### src/rtl/cla_mp_add_seq.sv
//==============================================================================
// Module      : cla_mp_add_seq (with helper cla_32bits)
// Description : Multi-precision adder sequencer. It adds two WORDS*WIDTH-bit
//               operands one 32-bit word per cycle through a shared CLA.
//               Optional macro CLA_SEQ_SUB_EN adds the in_sub port (A-B mode).
// Revision    : 1.0 - initial release
//==============================================================================
`default_nettype none

module cla_32bits (
    input  logic [31:0] a,
    input  logic [31:0] b,
    input  logic        ci,
    output logic [31:0] s,
    output logic        co
);

    logic [31:0] w_g;
    logic [31:0] w_p;
    logic [32:0] w_c;
    logic [7:0]  w_gg;
    logic [7:0]  w_pg;

    assign w_g    = a & b;
    assign w_p    = a ^ b;
    assign w_c[0] = ci;

    // Each 4-bit group resolves its internal carries and exports group G/P.
    // The carry into the next group is then formed from G/P in one step.
    genvar j;
    generate
        for (j = 0; j < 8; j++) begin : g_grp
            localparam int B = 4 * j;

            assign w_c[B+1] = w_g[B]
                            | (w_p[B] & w_c[B]);
            assign w_c[B+2] = w_g[B+1]
                            | (w_p[B+1] & w_g[B])
                            | (w_p[B+1] & w_p[B] & w_c[B]);
            assign w_c[B+3] = w_g[B+2]
                            | (w_p[B+2] & w_g[B+1])
                            | (w_p[B+2] & w_p[B+1] & w_g[B])
                            | (w_p[B+2] & w_p[B+1] & w_p[B] & w_c[B]);

            assign w_gg[j]  = w_g[B+3]
                            | (w_p[B+3] & w_g[B+2])
                            | (w_p[B+3] & w_p[B+2] & w_g[B+1])
                            | (w_p[B+3] & w_p[B+2] & w_p[B+1] & w_g[B]);
            assign w_pg[j]  = &w_p[B+3:B];

            assign w_c[B+4] = w_gg[j] | (w_pg[j] & w_c[B]);
        end
    endgenerate

    assign s  = w_p ^ w_c[31:0];
    assign co = w_c[32];

endmodule

module cla_mp_add_seq #(
    parameter int WIDTH = 32,
    parameter int WORDS = 4
) (
    input  logic                   clk,
    input  logic                   rst_n,
    input  logic                   in_valid,
    output logic                   in_ready,
    input  logic [WORDS*WIDTH-1:0] in_a,
    input  logic [WORDS*WIDTH-1:0] in_b,
    input  logic                   in_ci,
`ifdef CLA_SEQ_SUB_EN
    input  logic                   in_sub,
`endif
    output logic                   out_valid,
    input  logic                   out_ready,
    output logic [WORDS*WIDTH-1:0] out_sum,
    output logic                   out_co,
    output logic                   busy
);

    localparam int TOTAL = WORDS * WIDTH;
    localparam int IDX_W = (WORDS > 1) ? $clog2(WORDS) : 1;
    localparam logic [IDX_W-1:0] LAST_IDX = IDX_W'(WORDS - 1);

    localparam logic [1:0] ST_IDLE = 2'd0;
    localparam logic [1:0] ST_RUN  = 2'd1;
    localparam logic [1:0] ST_DONE = 2'd2;

    generate
        if (WIDTH != 32) begin : g_width_err
            $error("cla_mp_add_seq: WIDTH must be 32");
        end
        if ((WORDS < 1) || (WORDS > 64)) begin : g_words_err
            $error("cla_mp_add_seq: WORDS must be in 1..64");
        end
    endgenerate

    logic [1:0]       state_q, state_d;
    logic [IDX_W-1:0] idx_q,   idx_d;
    logic             carry_q, carry_d;
    logic [TOTAL-1:0] a_q,     a_d;
    logic [TOTAL-1:0] b_q,     b_d;
    logic [TOTAL-1:0] sum_q,   sum_d;
    logic             co_q,    co_d;
    logic             valid_q, valid_d;
`ifdef CLA_SEQ_SUB_EN
    logic             sub_q,   sub_d;
`endif

    logic [WIDTH-1:0] w_word_a;
    logic [WIDTH-1:0] w_word_b;
    logic [WIDTH-1:0] w_word_b_eff;
    logic             w_init_carry;
    logic [WIDTH-1:0] w_cla_s;
    logic             w_cla_co;
    logic             w_accept;

    // ---------------- FSM: state register ----------------
    always_ff @(posedge clk or negedge rst_n) begin
        if (!rst_n) begin
            state_q <= ST_IDLE;
        end else begin
            state_q <= state_d;
        end
    end

    // ---------------- FSM: next state ----------------
    always_comb begin
        state_d = state_q;
        case (state_q)
            ST_IDLE: if (in_valid)         state_d = ST_RUN;
            ST_RUN:  if (idx_q == LAST_IDX) state_d = ST_DONE;
            ST_DONE: if (out_ready)        state_d = ST_IDLE;
            default:                       state_d = ST_IDLE;
        endcase
    end

    // ---------------- FSM: outputs ----------------
    always_comb begin
        in_ready = (state_q == ST_IDLE);
        busy     = (state_q != ST_IDLE);
    end

    assign w_accept = in_valid && (state_q == ST_IDLE);

    // Select the current word of each latched operand.
    always_comb begin
        w_word_a = '0;
        w_word_b = '0;
        for (int w = 0; w < WORDS; w++) begin
            if (idx_q == IDX_W'(w)) begin
                w_word_a = a_q[w*WIDTH +: WIDTH];
                w_word_b = b_q[w*WIDTH +: WIDTH];
            end
        end
    end

`ifdef CLA_SEQ_SUB_EN
    // Subtraction is A + ~B + 1; the +1 enters as the initial carry.
    assign w_word_b_eff = sub_q ? ~w_word_b : w_word_b;
    assign w_init_carry = in_sub ? 1'b1 : in_ci;
`else
    assign w_word_b_eff = w_word_b;
    assign w_init_carry = in_ci;
`endif

    cla_32bits u_cla (
        .a  (w_word_a),
        .b  (w_word_b_eff),
        .ci (carry_q),
        .s  (w_cla_s),
        .co (w_cla_co)
    );

    // ---------------- datapath next-state ----------------
    always_comb begin
        idx_d   = idx_q;
        carry_d = carry_q;
        a_d     = a_q;
        b_d     = b_q;
        sum_d   = sum_q;
        co_d    = co_q;
        valid_d = valid_q;
`ifdef CLA_SEQ_SUB_EN
        sub_d   = sub_q;
`endif

        if (w_accept) begin
            a_d     = in_a;
            b_d     = in_b;
            carry_d = w_init_carry;
            idx_d   = '0;
            sum_d   = '0;
            co_d    = 1'b0;
`ifdef CLA_SEQ_SUB_EN
            sub_d   = in_sub;
`endif
        end

        if (state_q == ST_RUN) begin
            for (int w = 0; w < WORDS; w++) begin
                if (idx_q == IDX_W'(w)) begin
                    sum_d[w*WIDTH +: WIDTH] = w_cla_s;
                end
            end
            carry_d = w_cla_co;
            if (idx_q == LAST_IDX) begin
                co_d    = w_cla_co;
                valid_d = 1'b1;
            end else begin
                idx_d   = idx_q + 1'b1;
            end
        end

        if ((state_q == ST_DONE) && out_ready) begin
            valid_d = 1'b0;
        end
    end

    // ---------------- datapath registers ----------------
    always_ff @(posedge clk or negedge rst_n) begin
        if (!rst_n) begin
            idx_q   <= '0;
            carry_q <= 1'b0;
            a_q     <= '0;
            b_q     <= '0;
            sum_q   <= '0;
            co_q    <= 1'b0;
            valid_q <= 1'b0;
`ifdef CLA_SEQ_SUB_EN
            sub_q   <= 1'b0;
`endif
        end else begin
            idx_q   <= idx_d;
            carry_q <= carry_d;
            a_q     <= a_d;
            b_q     <= b_d;
            sum_q   <= sum_d;
            co_q    <= co_d;
            valid_q <= valid_d;
`ifdef CLA_SEQ_SUB_EN
            sub_q   <= sub_d;
`endif
        end
    end

    assign out_valid = valid_q;
    assign out_sum   = sum_q;
    assign out_co    = co_q;

endmodule

`default_nettype wire
### config.mk
export PLATFORM = sky130hd
export DESIGN_NAME = cla_mp_add_seq
export DESIGN_NICKNAME = d
export VERILOG_FILES = /design/src/rtl/cla_mp_add_seq.sv
export SDC_FILE = /design/constraint.sdc
export NUM_CORES = 1
export LEC_CHECK = 0
export CORE_MARGIN = 8
export CORE_UTILIZATION = 54
export DETAILED_ROUTE_END_ITERATION = 8
export PLACE_DENSITY = 0.93
export REMOVE_ABC_BUFFERS = 1
export SLEW_MARGIN = 15
export SYNTH_ARGS = -nofsm -noshare
export SYNTH_HDL_FRONTEND = slang
export SYNTH_SLANG_ARGS = --single-unit
### constraint.sdc
create_clock -name clk -period 7.6 [get_ports clk]
set_input_delay 1.14 -clock clk [delete_from_list [all_inputs] [get_ports clk]]
set_output_delay 1.14 -clock clk [all_outputs]
set_load 0.02 [all_outputs]
I/O nets highlighted:
Scale: 1.5 px per micron.
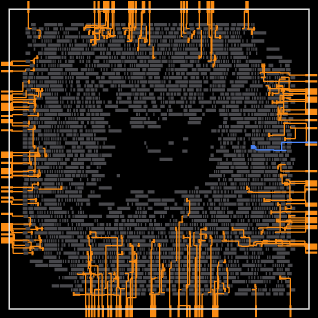
- orange: `in_b` (bits 128; direction input; end cells 128; wire 3940 microns)
- blue: `in_ci` (bits 1; direction input; end cells 1; wire 48.1 microns)

Routing congestion map:
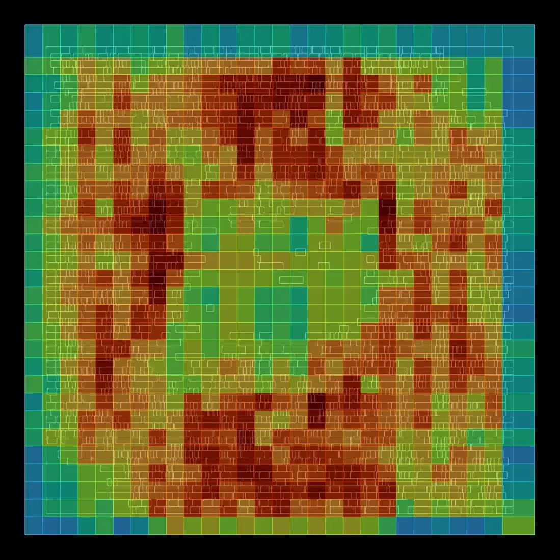
GR Layer Usage met2: 47.9%
GR Util met3: 6.07%
Tot GR Track Use: 29.6%
Routed wire per std cell: 20.3 microns

Met4 routing:
Scale: 2 px per micron. Supply wires on this layer in gray.
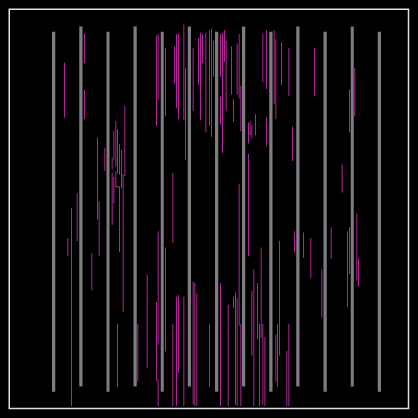
- share of all routed wire: 5.8%
- nets with wire on the layer: 86
- wire length on this layer: 3470 microns
- main direction: vertical
- longest straight run: 98.6 microns

==> impl_metrics.py <==
# Synthesis and PnR figures
metrics = {
    "run_status": {
        "outcome": "finished clean",
    },
    "power_and_ir_drop": {
        "p_leak_uw": 0.0116,
        "vdd_drop_max_mv": 0.301,
        "clkPwrFrac_pct": 18.5,
        "switching_share_pct": 44.6,
        "p_seq_share_pct": 31.4,
        "pwr-share-comb_pct": 50.1,
        "internal-power_uw": 6250,
    },
    "yosys": {
        "yosysWarnings": 0,
        "ys_ff": 391,
        "top_cell_area_share_pct": 54.2,
        "synth-adder-area-share_pct": 3.38,
        "async_reset_ff_share_pct": 100,
        "ys_sh_xor_pct": 1.14,
        "yosys.area_share.aoi_pct": 13.5,
        "synth-area-yosys_sq_um": 18100,
        "area_leaders": "dfrtp_1 (54%), nand2_1 (19%), a21oi_1 (4.3%)",
        "synth.logic.top_family": "simple AND/OR/NAND/NOR gates",
        "yosysTopAreaCell": "dfrtp_1",
        "yosys_cells": 2153,
        "ys_seq_share_pct": 54.2,
    },
    "clocking": {
        "cts_resized": 0,
        "clkTransAtPathRegs_ns": 0.06,
        "cts_tree": "yes",
        "cts_max_level": 2,
        "ctsHoldBuffers": 0,
    },
    "critical_path": {
        "crit_type": "reg2reg",
        "cp_max_fo": 71,
        "critPathArrivalTime_ns": 5.59,
        "critPathRequiredTime_ns": 8.01,
    },
    "final_layout": {
        "clk_share_pct": 5.95,
        "area_growth_pct": 30.8,
        "largest_class": "registers",
        "final.fill_count": 2307,
        "comb_area_share_pct": 32.7,
        "num_antenna_cells": 2,
        "seq_area_share_pct": 41.4,
        "logic_area_sq_um": 7730,
    },
    "routing": {
        "drc": 0,
        "drtPass1Iterations": 7,
        "drtIter0Drc": 1679,
        "routed.top_layer": "met4",
        "wl_met3_microns": 5490,
    },
    "floorplan": {
        "die_area_sq_um": 39500,
    },
    "placed_design": {
        "gp_congestion": 0.845,
        "hpwl_microns": 40000,
    },
    "final_timing": {
        "relSlewSlack_pct": 20.6,
        "timing.final.crit_period_ns": 5.18,
        "finalClockPeriodUsage_pct": 68.1,
        "report.final.hold_viol_count": 0,
    },
    "min_path": {
        "hp-class": "reg2reg",
    },
    "global_route": {
        "antenna_found_initial": 2,
        "grtUsageMet1_pct": 36.6,
    },
}
Clock network drawn from the DEF:
Scale: 2 px per micron.
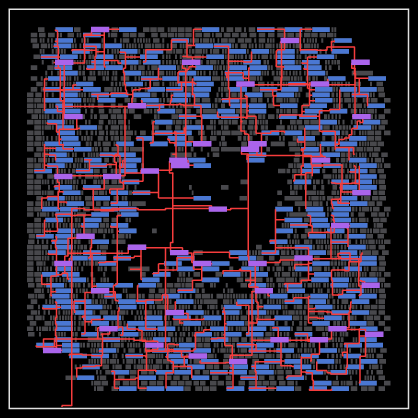
- red: clock wires (length 4660 microns)
- blue: flip-flops (count 391)
- purple: clock drivers (count 42)
- routed clock nets: 43
- flops lie: spread over the die

Placement density heat map:
Scale: 2 px per micron. The die is cut into 20 by 20 equal tiles; dark blue is low, red is high, 0 to 100% covered.
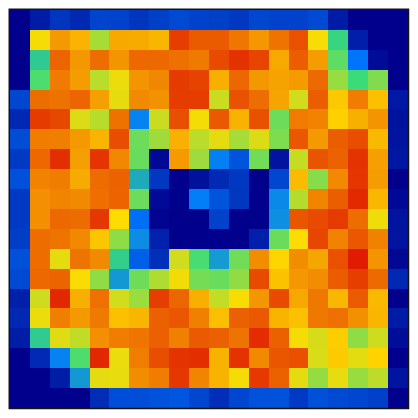
- emptiest ninth of the die: middle
- mean over tiles: 58%
- tiles over 75% full: 50%
- fullest tile: 97%
FP Util: 54.4%
core footprint: 33200 sq um
Final Util: 71.1%

[worst max-delay path, cell delays in order (launching register included)]
cell      delay, ns
dfrtp_1        0.47
inv_1          0.17
ha_4           0.66
buf_4          0.62
nor2_1         0.11
a21oi_1        0.14
nor2_1         0.05
a21oi_1        0.15
nor2_1         0.05
a21oi_1        0.26
inv_1          0.08
ha_1           0.23
a211oi_2       0.27
o21bai_1       0.12
or2_1          0.32
nor2_1         0.12
nor2_1         0.08
a211oi_1       0.38
fa_1           0.52
o21ai_0        0.21
[power by group through the flow]
stage	Clock, uW	Sequential (uW)	Combinational, uW
finish	2090	3540	5650
CTS	2100	3520	5590
global placement	0	3500	5230
detailed placement	0	3530	5510
floorplan	0	3610	3450
global route	2180	3620	6150
[metrics by stage]
stage	util (%)	power, uW	instances	hold slack [ns]	instance area, sq um
finish	71.1	11300	2946	0.475	23600
global route	71.1	11900	2946	0.492	23600
CTS	71.1	11200	2944	0.477	23600
detailed placement	66.9	9040	2868	0.462	22200
global placement	66.9	8720	2868	0.457	22200
floorplan	-	7060	2017	0.446	17500
[final timing paths]
kind,start,endpoint,slack (ns),cells past startpoint
worst max-delay path,idx_q[1]$_DFF_PN0_,out_sum[60]$_DFF_PN0_,2.42,19
worst min-delay path,b_q[103]$_DFFE_PN0P_,b_q[103]$_DFFE_PN0P_,0.47,2
max in group asynchronous,rst_n,out_sum[95]$_DFF_PN0_,5.38,2
min in group asynchronous,rst_n,a_q[50]$_DFFE_PN0P_,0.64,1
worst max register to register,idx_q[1]$_DFF_PN0_,out_sum[60]$_DFF_PN0_,2.42,19
worst min register to register,b_q[103]$_DFFE_PN0P_,b_q[103]$_DFFE_PN0P_,0.47,2
No activity file was given, so power comes from the tool's default toggle rates.
